Design encoder_8to3, sky130hd; sources not shown.
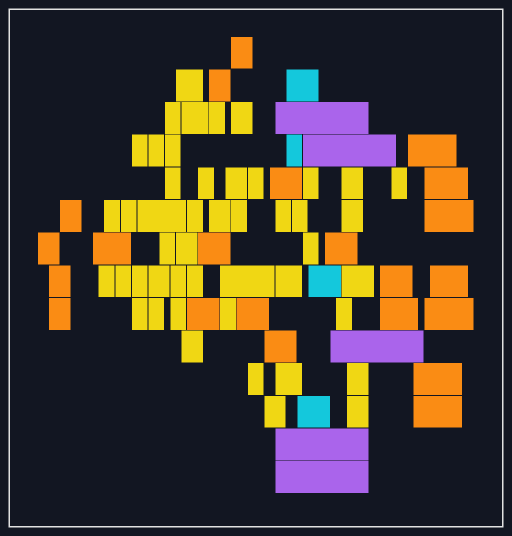
Figure 1: run 1, cell classes on the final placement.
Scale: 12 px per um.
purple -> registers  # cells 5, share of their area 20%
orange -> remaining buffers and delay cells  # cells 22, share of their area 33%
cyan -> clock drivers and dummy loads  # cells 4, share of their area 5.0%
yellow -> remaining logic cells  # cells 47, share of their area 42%
standard-cell rows: 14
final standard cell area without fillers: 548.0 um2
register fraction of the total cell area: 0.1941
Core ar.: 1384 um2
final core utilization: 0.3960

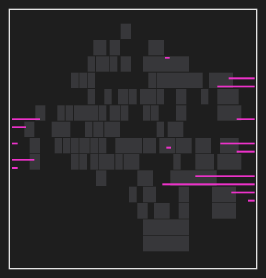
Figure 2: run 1, the metal 3 layer.
Scale: 6 px per um.
wire length on this layer = 61.3 um
longest straight run = 15.1 um
main direction = horizontal
final wirelength: 775 um
total number of vias: 407
Global Route met3 Usage: 0.01571

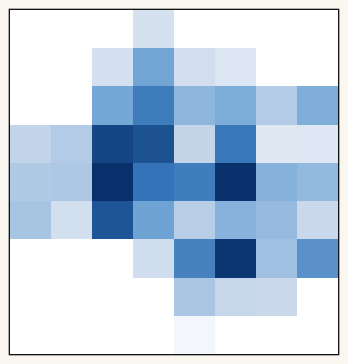
Figure 3: run 1, signal metal coverage by tile.
Scale: 8 px per um. The die is cut into 8 by 9 equal tiles; white is low, dark blue is high, scaled to the fullest tile. Values are wire area over tile area, all layers added.
densest ninth of the die = centre
fullest tile = 0.27
nearly empty tiles = 39%
tiles over half the peak = 21%
mean over tiles = 0.073
emptiest ninth of the die = lower left
Global Route Usage Sum: 0.09568
routed wirelength normalized by instance count: 8.245 um

==> results.txt, run 1 <==
From the run reports.

- The run finished, with violations left.
- The checks that failed: negative setup slack.
- The count of nets left with antenna violations after detail routing reads 0.
- The final timing report gives a worst setup slack of -0.02541 ns.
- Sorting the synthesis cell report by count puts at the top sky130_fd_sc_hd__nand2_1.
- Setup repair after global routing could not meet its margin everywhere.
- The number of buffers inserted by hold repair at cts reads 0.
- The capturing element type of the critical path reads an output pin.
- The relative area change from synthesis to final layout is 75.20%.
- The effective utilization at floorplan reads 0.2260.
- In this run the power density over the cells is 1401 nW/um2.
- The layout cell share with drive strength beyond 1 is 0.4231.
- The tightest hold path in the finished design has a slack of 0.2626 ns.
- The maximum number of buffers from clock root to sink reads 2.
- The data arrival time of the critical path is 0.67 ns.
- The area reported by Yosys stat reads 312.8 um2.
- Per the post-place timing report, worst setup slack is -0.4847 ns.
- In this run the full chip footprint comes out at 1763 um2.
- The initial antenna violation count came to 0.
- The top metal layer carrying routed signals is met4.
- The synthesis report lists the most area-consuming cells as sky130_fd_sc_hd__dfxtp_1 (32%), sky130_fd_sc_hd__nand2_1 (16%), sky130_fd_sc_hd__inv_1 (11%).
- The number of design-rule violations left by the first detailed-router iteration is 0.
- The netlist area before placement is 312.8 um2.
- The total iterations of the first detailed-routing run is 1.
- The prevailing post-synth register cell is sky130_fd_sc_hd__dfxtp_1.
- The report lists the cells along the critical path as buf_6.
- The worst register-to-register path has a setup slack of 0.06 ns.
- According to the hold report, the worst path is of the input pin to flip-flop type.
- The shortest period the worst path allows reads 0.8254 ns.
- The worst voltage drop across the vdd grid is 0.3513 mV.
- Per the CTS log, the maximum H-tree level is 1.
- The largest net degree at the start of global routing reads 6.
- The TritonCTS clock tree reads built.
- The number of setup violations in the final report reads 5.
- For this design the static power due to leakage is 0.2828 nW.
- The slew at the pin closest to its max-slew limit reads 0.1551 ns.
- The post-detailed-route via-to-cell ratio is 4.330.
- In this run the number of cells on the critical path is 1.
- The fmax reads 1.212 GHz.
- The net count entering floorplan is 63.
- The detailed-route DRC error count reads 0.
- The count of input and output buffers is 15.
- The cell area after placement reads 535.5 um2.
- The root buffer cell is sky130_fd_sc_hd__clkbuf_4.
- The area share of the largest cell type after synthesis is 0.3200.
- The width of the die is 41 um.
- The main logic family after synthesis reads simple AND/OR/NAND/NOR gates.
- In the synthesized netlist, the cells that appear most often are sky130_fd_sc_hd__nand2_1 (13), sky130_fd_sc_hd__inv_1 (9), sky130_fd_sc_hd__nor2_1 (8).
- The leftover overflow at the end of global routing reads 0.
- The startpoint-to-endpoint class of the critical path reads flip-flop to output pin.
- The area share of fa/ha/maj cells after synthesis is 0.
- Summing internal, switching and leakage power gives 0.0007680 W.
- The longest incremental delay of any stage on the critical path is reported as 0.32 ns.
- Counting tap cells, the placed design contains a total of 90 instances.
- The skew report gives the latency at the later pin of the worst-skew pair as 0.24 ns.
- Hold analysis shows the worst path with a depth of 4.
- The clock skew is 0 ns.
- The number of max-cap violations is 0.
- The via count of the first global-routing pass reads 327.
- The CTS clock-pin slew for the worst setup and hold paths reads 0.04 ns.
- The unique cell type count in the Yosys netlist is 12.
- The share of the clock period used by the worst path reads 1.032.
- The accumulated negative setup slack reads -0.1188 ns.
- The cell-mix breakdown from Yosys lists the simple-gate area share as 0.3840.
- The flip-flop count of the largest register, all copies and words added reads 3.
- The share of the synthesized netlist area taken by xor and xnor gates reads 0.
- The first-pass GRT wire length reads 1117 um.
- Of the total synthesized cell area, the portion taken by AND-OR and OR-AND cells is 0.1880.
- The number of fill cells in the layout is 154.
- The placed wire-length estimate after detailed placement is 648.9 um.
- The number of warnings printed during yosys synthesis reads 0.
- The cell with the largest stage delay on the worst path reads sky130_fd_sc_hd__dfxtp_2.
- The synthesis-stage register bit count reads 5.
[run 1: cell type report]
cell class	instances	area, um2	share of cell area
Sequential cell	5	106.4	0.1941
Inverter	9	33.78	0.06164
Multi-Input combinational cell	38	186.4	0.3402
Clock buffer	4	26.28	0.04795
Timing Repair Buffer	22	175.2	0.3196
Tap cell	16	20.02	0.03653
[run 1: what timing repair did]
item / CTS / global route
hold endpoints to repair: 0 / 0
gates resized: 46 / 10
pin swaps: 6 / 5
endpoints found under the setup margin: 10 / 8
[run 1: power breakdown]
group | total (W) | internal [W] | switching (W)
sequential | 0.000285 | 0.000273 | 0.0000120
combinational | 0.000198 | 0.000106 | 0.0000913
clock | 0.000285 | 0.000188 | 0.0000967
Figure 4. Cell sizes after repair (run 1).
Scale: 8 px per um.
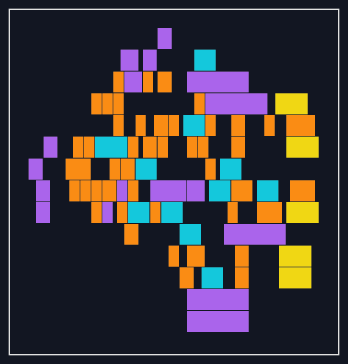

==> run 2: changes to the inputs <==
--- a/config.mk
+++ b/config.mk
@@ -11,8 +11,9 @@
 export DETAILED_ROUTE_END_ITERATION = 12
 export DIE_AREA = 0 0 41 43
 export MAX_ROUTING_LAYER = met4
-export PLACE_DENSITY = 0.57
-export SLEW_MARGIN = 20
+export PLACE_DENSITY = 0.61
+export SLEW_MARGIN = 0
 export SYNTH_ARGS = -nofsm -noshare
 export SYNTH_HDL_FRONTEND = slang
+export SYNTH_HIERARCHICAL = 1
 export SYNTH_SLANG_ARGS = --single-unit
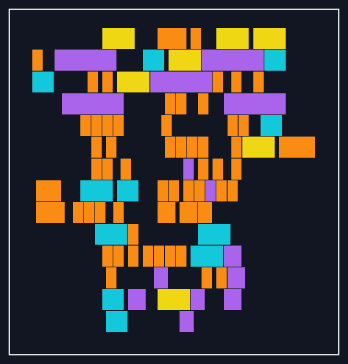
Figure 5: run 2, cell sizes after repair.
Scale: 8 px per um.
purple -> x2  # cells 14
orange -> x1 and smaller  # cells 58
yellow -> x6 and larger  # cells 7
cyan -> x3 and x4  # cells 11
Buffers excl. clock: 18
Area Growth Syn to Fin: 64.95%
post-route worst setup slack: -0.03277 ns
final standard cell area without fillers: 600.6 um2

==> run 2 against run 1 <==
Against the previous run: the run still ends with negative setup slack left; register-to-register slack gained 0.18 ns; cell area increased by 9.6%; clock skew is the same; flip-flop count unchanged; non-clock buffer count down 4; routed wire length shrank 2.6%; count of clock-buffer cells in the layout is the same; worst hold slack improved by 0.049 ns; final cell count rose by 13%; global-route usage is 1.3 points higher; clock power increased by 2%; die size unchanged; critical path type unchanged; highest routed layer is now met3.
==> results.txt, run 2 <==
From the run reports.

- The aggregate global-route resource usage is 0.1091 (was 0.09568).
- The type of the tightest min-delay check is input pin to flip-flop (unchanged).
- The slew at the pin closest to its max-slew limit reads 0.1563 ns (was 0.1551 ns).
- The startpoint-to-endpoint class of the critical path is flip-flop to output pin (unchanged).
- The logic gate fraction of the total cell area is 0.3708 (was 0.3402).
- Most area-consuming cells after synthesis: sky130_fd_sc_hd__nand2_1 (29%), sky130_fd_sc_hd__dfxtp_1 (27%), sky130_fd_sc_hd__inv_1 (14%) (was sky130_fd_sc_hd__dfxtp_1 (32%), sky130_fd_sc_hd__nand2_1 (16%), sky130_fd_sc_hd__inv_1 (11%)).
- The share of the synthesized netlist area taken by xor and xnor gates reads 0 (unchanged).
- The accumulated negative setup slack reads -0.1377 ns (was -0.1188 ns).
- The largest net degree at the start of global routing is 6 (unchanged).
- The area-dominant cell class after layout was logic gates (unchanged).
- The first-pass GRT wire length reads 1262 um (was 1117 um).
- The count of non-CTS inverters in the layout reads 16 (was 9).
- The number of flip-flops and latches reads 5 (unchanged).
- The number of design-rule violations left by the first detailed-router iteration reads 0 (unchanged).
- Run status: finished with violations (unchanged).
- The flip-flop count of the largest register, all copies and words added came to 3 (unchanged).
- The number of buffers inserted by hold repair at cts was 0 (unchanged).
- The number of cells in the design after placement is 102 (was 90).
- The area share of and-or/or-and cells after synthesis is 0.01375 (was 0.1880).
- The fraction of power spent switching nets is 0.2760 (was 0.2604).
- The highest cell delay on the worst timing path is 0.32 ns (about the same).
- The synthesis-stage register bit count is 5 (unchanged).
- The level count of the clock H-tree reads 1 (unchanged).
- The total power density per cell area came to 1326 nW/um2 (was 1401 nW/um2).
- The number of setup violations in the final report is 5 (unchanged).
- The maximum number of buffers from clock root to sink reads 2 (unchanged).
- The share of the clock period used by the worst path is 1.041 (was 1.032).
- The area share of the largest cell type after synthesis came to 0.2887 (was 0.3200).
- The cell area after placement is 555.5 um2 (was 535.5 um2).
- The number of fill cells in the layout reads 158 (was 154).
- The worst-case register-to-register setup slack is 0.24 ns (was 0.06 ns).
- The depth of the worst register-to-register path is 2 (was 3).
- The static leakage power is 0.3616 nW (was 0.2828 nW).
- The total iterations of the first detailed-routing run was 1 (unchanged).
- The TritonCTS clock tree is built (unchanged).
- The cell with the largest stage delay on the worst path is sky130_fd_sc_hd__dfxtp_2 (unchanged).
- The width of the die is 41 um (unchanged).
- The floorplan row count came to 14 (unchanged).
- The via count of the first global-routing pass is 343 (was 327).
- The root buffer cell was sky130_fd_sc_hd__clkbuf_4 (unchanged).
- The layout cell share with drive strength beyond 1 is 0.3556 (was 0.4231).
- The number of max-cap violations came to 0 (unchanged).
- The vias after detailed routing is 416 (was 407).
- The final worst hold slack is 0.3116 ns (was 0.2626 ns).
- The data arrival time of the critical path reads 0.67 ns (about the same).
- The final routed wirelength across all metal layers is 755 um (was 775 um).
- The area share of buffers outside the clock network reads 0.2750 (was 0.3196).
- The proportion of power drawn by combinational gates reads 0.275 (was 0.257).
- The register area came to 106.4 um2 (unchanged).
- Crit-path cells: buf_6 (unchanged).
- The flop share of the area reads 0.1771 (was 0.1941).
- The netlist area before placement is 364.1 um2 (was 312.8 um2).
- The final routed wire length divided by cell count was 7.123 um (was 8.245 um).
- The unique cell type count in the Yosys netlist reads 9 (was 12).
- The logic depth of the worst setup path including buffers is 1 (unchanged).
- The final worst slack is -0.03277 ns (was -0.02541 ns).
- The multi-input combinational cell count is 47 (was 38).
- The capturing element type of the critical path is an output pin (unchanged).
- The tap cell count is 16 (unchanged).
- The worst voltage drop across the vdd grid is 0.9131 mV (was 0.3513 mV).
- The count of input and output buffers reads 15 (unchanged).
- The clock tree buffer count of the final layout was 4 (unchanged).
- The shortest period the worst path allows is 0.8328 ns (was 0.8254 ns).
- Failing checks: negative setup slack (unchanged).
- The final standard cell utilization of the core is 0.4340 (was 0.3960).
- The core area was 1384 um2 (unchanged).
- The instance count along the most critical hold path is 5 (was 4).
- The full die area came to 1763 um2 (unchanged).
- The dominant cell by count in the synthesized netlist reads sky130_fd_sc_hd__nand2_1 (unchanged).
- The clock-cell share of area reads 0.04375 (was 0.04795).
- The area share of fa/ha/maj cells after synthesis reads 0 (unchanged).
- The net count entering floorplan is 80 (was 63).
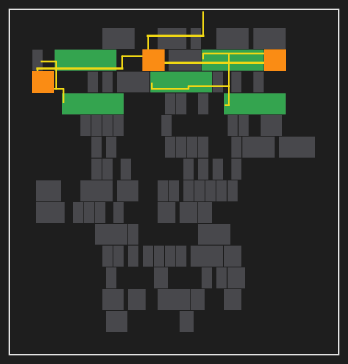
Figure 6: run 2, routed clock nets over the placement.
Scale: 8 px per um.
orange -> clock-net drivers  # count 3
green -> flip-flops  # count 5
yellow -> clock wires  # length 80.4 um
routed clock nets = 4
Fin Clk Skew: 0 ns
clock network power share: 0.367

[run 2: worst reg2reg max path: cells and delay by family (launching register included)]
family	cells	cell delay [ns]
DFF	1	0.31
and+or+nand+nor	2	0.14
[run 2: power by group through the flow]
stage | clock, W | sequential, W | combinational [W]
6_report | 0.000292 | 0.000286 | 0.000219
3_3_place_gp | 0 | 0.000282 | 0.000215
4_1_cts | 0.000304 | 0.000286 | 0.000214
5_1_grt | 0.000325 | 0.000289 | 0.000246
2_1_floorplan | 0 | 0.000292 | 0.0000891
3_5_place_dp | 0 | 0.000283 | 0.000216
[run 2: metal layers]
layer / global-route usage / vias up / routed length [um]
met5: - / - / 0
met4: 0.02000 / 0 / 0
met3: 0.07853 / 0 / 43
met2: 0.1438 / 9 / 370
met1: 0.1350 / 165 / 341
li1: - / 242 / -
No activity file was given, so power comes from the tool's default toggle rates.
